$ cat src/rtl/fpu_reg_pkg.sv
// fpu_reg_pkg: register offsets, issue-FSM states and STATUS bit
// positions shared by the queued FPU register bank.
package fpu_reg_pkg;

    localparam logic [31:0] OFF_OPA       = 32'h00;
    localparam logic [31:0] OFF_OPB       = 32'h04;
    localparam logic [31:0] OFF_OPC       = 32'h08;
    localparam logic [31:0] OFF_RESULT    = 32'h0C;
    localparam logic [31:0] OFF_RES_OP    = 32'h10;
    localparam logic [31:0] OFF_STATUS    = 32'h14;
    localparam logic [31:0] OFF_CTRL      = 32'h18;
    localparam logic [31:0] OFF_OPERATION = 32'h1C;
    localparam logic [31:0] OFF_FFLAGS    = 32'h20;
    localparam logic [31:0] OFF_FRM       = 32'h24;
    localparam logic [31:0] OFF_FCSR      = 32'h28;

    localparam int ST_BUSY      = 8;
    localparam int ST_CMD_OVF   = 9;
    localparam int ST_BAD_OP    = 10;
    localparam int ST_UNDERFLOW = 11;
    localparam int ST_SPURIOUS  = 12;

    localparam int CTRL_IRQ_EN = 0;
    localparam int CTRL_FLUSH  = 1;

    typedef enum logic [1:0] {
        IDLE,
        ISSUE,
        WAIT
    } state_t;

endpackage

$ cat src/rtl/fpu_sync_fifo.sv
// fpu_sync_fifo: synchronous FIFO with zero-latency head, flush and
// occupancy count; a pop on a full FIFO frees room for a same-cycle push.
module fpu_sync_fifo #(
    parameter int WIDTH = 8,
    parameter int DEPTH = 4
) (
    input  logic                     clk,
    input  logic                     rst,
    input  logic                     push,
    input  logic                     pop,
    input  logic                     flush,
    input  logic [WIDTH-1:0]         din,
    output logic [WIDTH-1:0]         dout,
    output logic [$clog2(DEPTH):0]   count,
    output logic                     full,
    output logic                     empty
);

    localparam int AW = $clog2(DEPTH);

    logic [WIDTH-1:0] mem [DEPTH];
    logic [AW-1:0]    rd_ptr;
    logic [AW-1:0]    wr_ptr;
    logic             do_push;
    logic             do_pop;

    assign empty   = (count == '0);
    assign full    = (count == (AW+1)'(DEPTH));
    assign do_pop  = pop & ~empty;
    assign do_push = push & (~full | do_pop);
    assign dout    = mem[rd_ptr];

    always_ff @(posedge clk) begin
        if (rst || flush) begin
            rd_ptr <= '0;
            wr_ptr <= '0;
            count  <= '0;
        end else begin
            if (do_push) wr_ptr <= wr_ptr + 1'b1;
            if (do_pop)  rd_ptr <= rd_ptr + 1'b1;
            unique case ({do_push, do_pop})
                2'b10:   count <= count + 1'b1;
                2'b01:   count <= count - 1'b1;
                default: count <= count;
            endcase
        end
    end

    always_ff @(posedge clk) begin
        if (do_push) mem[wr_ptr] <= din;
    end

endmodule

$ cat src/rtl/fpu_reg_bank_q.sv
// fpu_reg_bank_q: memory-mapped FPU register bank with queued command
// snapshots, a one-at-a-time issue FSM and a buffered result queue.
module fpu_reg_bank_q
    import fpu_reg_pkg::*;
#(
    parameter logic [31:0] BASE_ADDR = 32'h3000_0000,
    parameter int          NUM_OPS   = 13,
    parameter int          QDEPTH    = 4
) (
    input  logic               clk,
    input  logic               rst,
    input  logic [31:0]        addr,
    input  logic               wren,
    input  logic               rden,
    input  logic [31:0]        wrdata,
    output logic [31:0]        rddata,
    output logic               ack,
    output logic [NUM_OPS-1:0] op_valids,
    output logic [31:0]        opA,
    output logic [31:0]        opB,
    output logic [31:0]        opC,
    output logic [2:0]         frm,
    input  logic [31:0]        fpu_result,
    input  logic [NUM_OPS-1:0] fpu_valids,
    input  logic [4:0]         exceptions,
    output logic               irq
);

    localparam int CW = NUM_OPS + 99;
    localparam int RW = NUM_OPS + 32;
    localparam int QW = $clog2(QDEPTH) + 1;

    state_t             state;
    logic [31:0]        off;
    logic [31:0]        rd_val;
    logic [31:0]        status;
    logic               mapped;
    logic [31:0]        stage_a, stage_b, stage_c;
    logic [2:0]         frm_reg;
    logic [4:0]         fflags;
    logic               irq_en;
    logic               cmd_ovf, bad_op, underflow, spurious;

    logic [CW-1:0]      cmd_head;
    logic [QW-1:0]      cmd_count;
    logic               cmd_full, cmd_empty, cmd_push, cmd_pop;
    logic [RW-1:0]      res_head;
    logic [QW-1:0]      res_count;
    logic               res_full, res_empty, res_pop;

    logic               op_wr, op_hot, flush;
    logic               res_valid, busy, capture, go;

    assign off       = addr - BASE_ADDR;
    assign op_wr     = wren & (off == OFF_OPERATION);
    assign op_hot    = $onehot(wrdata[NUM_OPS-1:0]);
    assign flush     = wren & (off == OFF_CTRL) & wrdata[CTRL_FLUSH];
    assign cmd_push  = op_wr & op_hot & ~cmd_full;
    assign cmd_pop   = (state == ISSUE);
    assign res_pop   = rden & (off == OFF_RESULT);
    assign res_valid = |fpu_valids;
    assign busy      = (state != IDLE);
    assign capture   = res_valid & busy;
    assign go        = (state == IDLE) & ~cmd_empty & ~res_full;
    assign irq       = irq_en & ~res_empty;

    fpu_sync_fifo #(.WIDTH(CW), .DEPTH(QDEPTH)) u_cmd_fifo (
        .clk   (clk),
        .rst   (rst),
        .push  (cmd_push),
        .pop   (cmd_pop),
        .flush (flush),
        .din   ({wrdata[NUM_OPS-1:0], stage_a, stage_b, stage_c, frm_reg}),
        .dout  (cmd_head),
        .count (cmd_count),
        .full  (cmd_full),
        .empty (cmd_empty)
    );

    fpu_sync_fifo #(.WIDTH(RW), .DEPTH(QDEPTH)) u_res_fifo (
        .clk   (clk),
        .rst   (rst),
        .push  (capture),
        .pop   (res_pop),
        .flush (flush),
        .din   ({fpu_result, fpu_valids}),
        .dout  (res_head),
        .count (res_count),
        .full  (res_full),
        .empty (res_empty)
    );

    always_comb begin
        status                = '0;
        status[3:0]           = 4'(cmd_count);
        status[7:4]           = 4'(res_count);
        status[ST_BUSY]       = busy;
        status[ST_CMD_OVF]    = cmd_ovf;
        status[ST_BAD_OP]     = bad_op;
        status[ST_UNDERFLOW]  = underflow;
        status[ST_SPURIOUS]   = spurious;
    end

    always_comb begin
        rd_val = '0;
        mapped = 1'b1;
        case (off)
            OFF_OPA:       rd_val = stage_a;
            OFF_OPB:       rd_val = stage_b;
            OFF_OPC:       rd_val = stage_c;
            OFF_RESULT:    rd_val = res_empty ? '0 : res_head[RW-1 -: 32];
            OFF_RES_OP:    rd_val = res_empty ? '0 : 32'(res_head[NUM_OPS-1:0]);
            OFF_STATUS:    rd_val = status;
            OFF_CTRL:      rd_val = {31'b0, irq_en};
            OFF_OPERATION: rd_val = '0;
            OFF_FFLAGS:    rd_val = {27'b0, fflags};
            OFF_FRM:       rd_val = {29'b0, frm_reg};
            OFF_FCSR:      rd_val = {24'b0, frm_reg, fflags};
            default:       mapped = 1'b0;
        endcase
    end

    always_ff @(posedge clk) begin
        if (rst) begin
            ack       <= 1'b0;
            rddata    <= '0;
            stage_a   <= '0;
            stage_b   <= '0;
            stage_c   <= '0;
            frm_reg   <= '0;
            fflags    <= '0;
            irq_en    <= 1'b0;
            cmd_ovf   <= 1'b0;
            bad_op    <= 1'b0;
            underflow <= 1'b0;
            spurious  <= 1'b0;
        end else begin
            ack    <= (wren | rden) & mapped;
            rddata <= (rden & mapped) ? rd_val : '0;
            if (wren && off == OFF_OPA)  stage_a <= wrdata;
            if (wren && off == OFF_OPB)  stage_b <= wrdata;
            if (wren && off == OFF_OPC)  stage_c <= wrdata;
            if (wren && off == OFF_CTRL) irq_en  <= wrdata[CTRL_IRQ_EN];
            if (wren && off == OFF_FRM)  frm_reg <= wrdata[2:0];
            if (wren && off == OFF_FCSR) frm_reg <= wrdata[7:5];
            // a CSR write racing a capture must not lose the new flags
            if (wren && (off == OFF_FFLAGS || off == OFF_FCSR))
                fflags <= wrdata[4:0] | (capture ? exceptions : 5'b0);
            else if (capture)
                fflags <= fflags | exceptions;
            if (flush) begin
                cmd_ovf   <= 1'b0;
                bad_op    <= 1'b0;
                underflow <= 1'b0;
                spurious  <= 1'b0;
            end else begin
                if (op_wr && !op_hot)             bad_op    <= 1'b1;
                if (op_wr && op_hot && cmd_full)  cmd_ovf   <= 1'b1;
                if (res_pop && res_empty)         underflow <= 1'b1;
                if (res_valid && !busy)           spurious  <= 1'b1;
            end
        end
    end

    always_ff @(posedge clk) begin
        if (rst) begin
            state     <= IDLE;
            op_valids <= '0;
            opA       <= '0;
            opB       <= '0;
            opC       <= '0;
            frm       <= '0;
        end else begin
            op_valids <= '0;
            if (flush) begin
                state <= IDLE;
            end else begin
                unique case (state)
                    IDLE: if (go) begin
                        state     <= ISSUE;
                        op_valids <= cmd_head[CW-1 -: NUM_OPS];
                        opA       <= cmd_head[98:67];
                        opB       <= cmd_head[66:35];
                        opC       <= cmd_head[34:3];
                        frm       <= cmd_head[2:0];
                    end
                    ISSUE:   state <= res_valid ? IDLE : WAIT;
                    WAIT:    if (res_valid) state <= IDLE;
                    default: state <= IDLE;
                endcase
            end
        end
    end

endmodule
$ cat config.mk
export PLATFORM = sky130hd
export DESIGN_NAME = fpu_reg_bank_q
export DESIGN_NICKNAME = d
export VERILOG_FILES = /design/src/rtl/fpu_reg_pkg.sv /design/src/rtl/fpu_sync_fifo.sv /design/src/rtl/fpu_reg_bank_q.sv
export SDC_FILE = /design/constraint.sdc
export NUM_CORES = 1
export LEC_CHECK = 0
export ABC_AREA = 1
export CELL_PAD_IN_SITES_DETAIL_PLACEMENT = 1
export CELL_PAD_IN_SITES_GLOBAL_PLACEMENT = 2
export CORE_UTILIZATION = 39
export CTS_CLUSTER_DIAMETER = 200
export DETAILED_ROUTE_END_ITERATION = 6
export GPL_TIMING_DRIVEN = 0
export HOLD_SLACK_MARGIN = 0.05
export PLACE_DENSITY = 0.89
export SLEW_MARGIN = 20
export SYNTH_ARGS = -nofsm -noshare
export SYNTH_HDL_FRONTEND = slang
export SYNTH_HIERARCHICAL = 1
export SYNTH_SLANG_ARGS = --single-unit
$ cat constraint.sdc
create_clock -name clk -period 13.7 [get_ports clk]
set_input_delay 2.74 -clock clk [delete_from_list [all_inputs] [get_ports clk]]
set_output_delay 2.74 -clock clk [all_outputs]
set_load 0.005 [all_outputs]
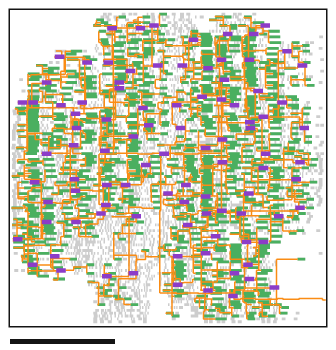
*Clock distribution*
Scale bar: 100 um.
- flip-flops: green (count 902)
- cells driving clock nets: purple (count 95)
- clock wires: orange (length 11,000 um)
- routed clock nets: 96
- flops lie: widely spread

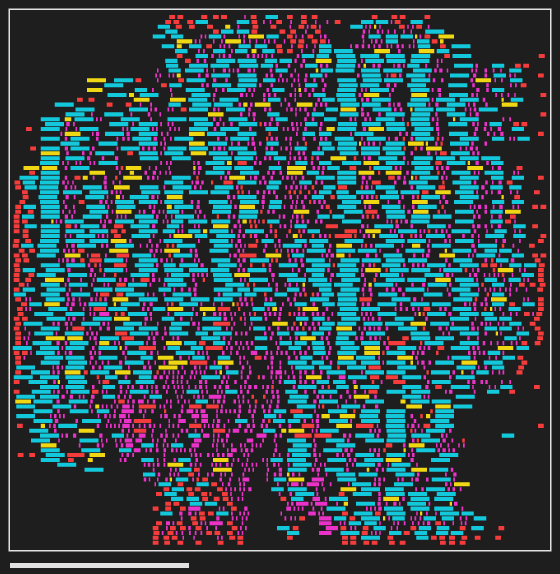
*Cell classes on the final placement*
Scale bar: 100 um.
- all other logic: magenta (cells 2,051; share of their area 23%)
- clock drivers and dummy loads: yellow (cells 180; share of their area 7.9%)
- flip-flops: cyan (cells 902; share of their area 58%)
- other buffers and delay cells: red (cells 472; share of their area 11%)

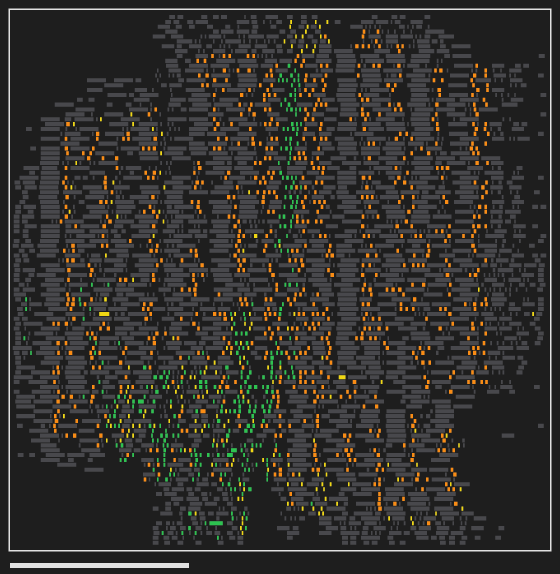
*Gate families picked out*
Scale bar: 100 um.
- inverting AOI/OAI gates: orange (cells 826; most used o21ai_0; where widely spread)
- NAND gates: green (cells 308; most used nand2_1)
- inverters: yellow (cells 173; most used inv_1)

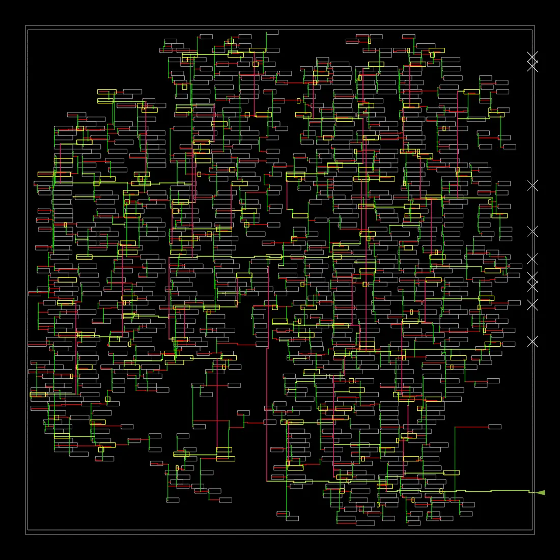
*Clock wiring as the flow saved it*
TritonCTS Buffers: 95
Clock Buffer Count: 126
sequential cells: 902
clk_skew: 28.8 ps

==> where the power goes <==
part           internal, uW  switching [uW]
clock                  1560            1130
combinational          52.5            80.0
sequential             2890           0.126
==> per-layer routing <==
| metal | vias up | share of wire (%) | wire length (um) | GRT usage (%) |
|---|---|---|---|---|
| li1 | 11700 | - | - | - |
| met1 | 13000 | 41 | 46800 | 31.7 |
| met2 | 999 | 50 | 57500 | 43.4 |
| met3 | 203 | 5.8 | 6680 | 3.12 |
| met4 | 4 | 3.4 | 3940 | 9.14 |
| met5 | - | 0.023 | 27 | 0 |
==> critical path, cell delays in order <==
cell             delay [ps]
clkdlybuf4s50_1         860
fa_1                    540
fa_1                    520
inv_1                    60
fa_1                    490
fa_1                    410
inv_1                    90
fa_1                    220
inv_1                    70
fa_1                    470
nand2_1                  50
nor2_1                  110
o21ai_0                 100
a21oi_1                 310
inv_1                   110
nor4_1                  610
o21ai_2                 360
nor2_4                  570
buf_12                  260
buf_16                  200
buf_12                  210
==> worst paths after layout <==
kind	slack (ps)	to	start	depth (start not counted)
setup reg to reg	10330	u_cmd_fifo/mem[2][99]	u_cmd_fifo/count[1]	9
hold reg to reg	470	bad_op	bad_op	2
setup / recovery	4630	u_cmd_fifo/mem[2][99]	wrdata[1]	21
hold / removal	470	bad_op	bad_op	2
==> metrics by stage <==
stage	setup WS, ps	hold WS (ps)	util [%]	power, uW
floorplan	2000	426	-	3000
global placement	-3530	447	44.1	3070
detailed placement	3870	458	45.0	3080
CTS	4590	466	48.7	5740
global route	4320	492	48.7	5840
finish	4630	467	48.7	5710
==> synth_stat cells (6+ instances only) <==
cell type	instances	area, um^2
a21oi_1	119	596
buf_12	6	120
buf_2	59	295
buf_4	6	45.0
buf_6	23	259
buf_8	11	165
clkbuf_1	68	255
clkbuf_2	6	30.0
dfxtp_1	274	5490
edfxtp_1	628	18900
fa_1	10	200
ha_1	12	150
inv_1	162	608
nand2_1	209	785
nand2_2	9	56.3
nand3_1	78	390
nand4_1	8	50.1
nor2_1	691	2590
nor2_2	16	100
o21ai_0	436	2180
o21ai_1	110	551
o22ai_1	159	995
==> final cells by class <==
type	instances	area [um^2]
fillers	9474	45500
plain buffers	180	1170
multi-input cells	1878	8920
flip-flops and latches	902	24300
diodes	1	2.50
repair buffers	292	3320
inverters	173	674
well taps	1165	1460
clock inverters	54	632
clock buffers	126	2660
==> cell families (layout without fill, tap and decap cells) <==
group	after synthesis	count (layout)
compound gates	827	827
fa+ha+maj	22	22
buf+inv	353	825
flops	902	902
other cells	0	1
simple gates	1029	1029
==> flow_summary.json <==
{
  "syn_area_per_cell_um2": 11.2,
  "grt-ovfl-total": 0,
  "edf_count": 628,
  "dp_hpwl_mm": 82.6,
  "drive_gt1_share_pct": 9.71,
  "synthAdderAreaFrac_pct": 1.00,
  "place_area_mm2": 0.0399,
  "cts_resized": 0,
  "core_area_mm2": 0.0886,
  "cts-htree-levels": 3,
  "synth_warnings": 6,
  "endpoint_kind": "flip-flop",
  "post-cts-setup-buffers": 0,
  "clkSinkCount": 902,
  "mux_area_share_pct": 0,
  "fin_crit_sh_pct": 66.2,
  "tightest_slew_ps": 834,
  "ios": 264,
  "synth_area_mm2": 0.0350,
  "violations": "DRC",
  "final_layout_top_logic_cells": "nor2_1, edfxtp_1, o21ai_0",
  "grt_pass1_wl_mm": 168,
  "max_slew_margin_pct": 44.4,
  "ctsHoldBuffers": 0,
  "max-clock-path-buffers": 3,
  "die_x_um": 302,
  "portBuffers": 262,
  "grt_max_degree": 24,
  "die_h_um": 302,
  "ys_cells": 3133,
  "tool_warnings": 32,
  "ys_chip_area_mm2": 0.0350,
  "drc": 18,
  "outcome": "finished, violations left",
  "synth.logic.top_family": "AND-OR/OR-AND gates",
  "layout_top_cell": "nor2_1",
  "drtIter0Drc": 2171,
  "flop_cell": "edfxtp_1",
  "cp.arrival_ps": 9420,
  "via_per_inst": 5.44,
  "syn_to_final_growth_pct": 23.2,
  "tritoncts": "built"
}
Power and IR drop assume default switching activity.
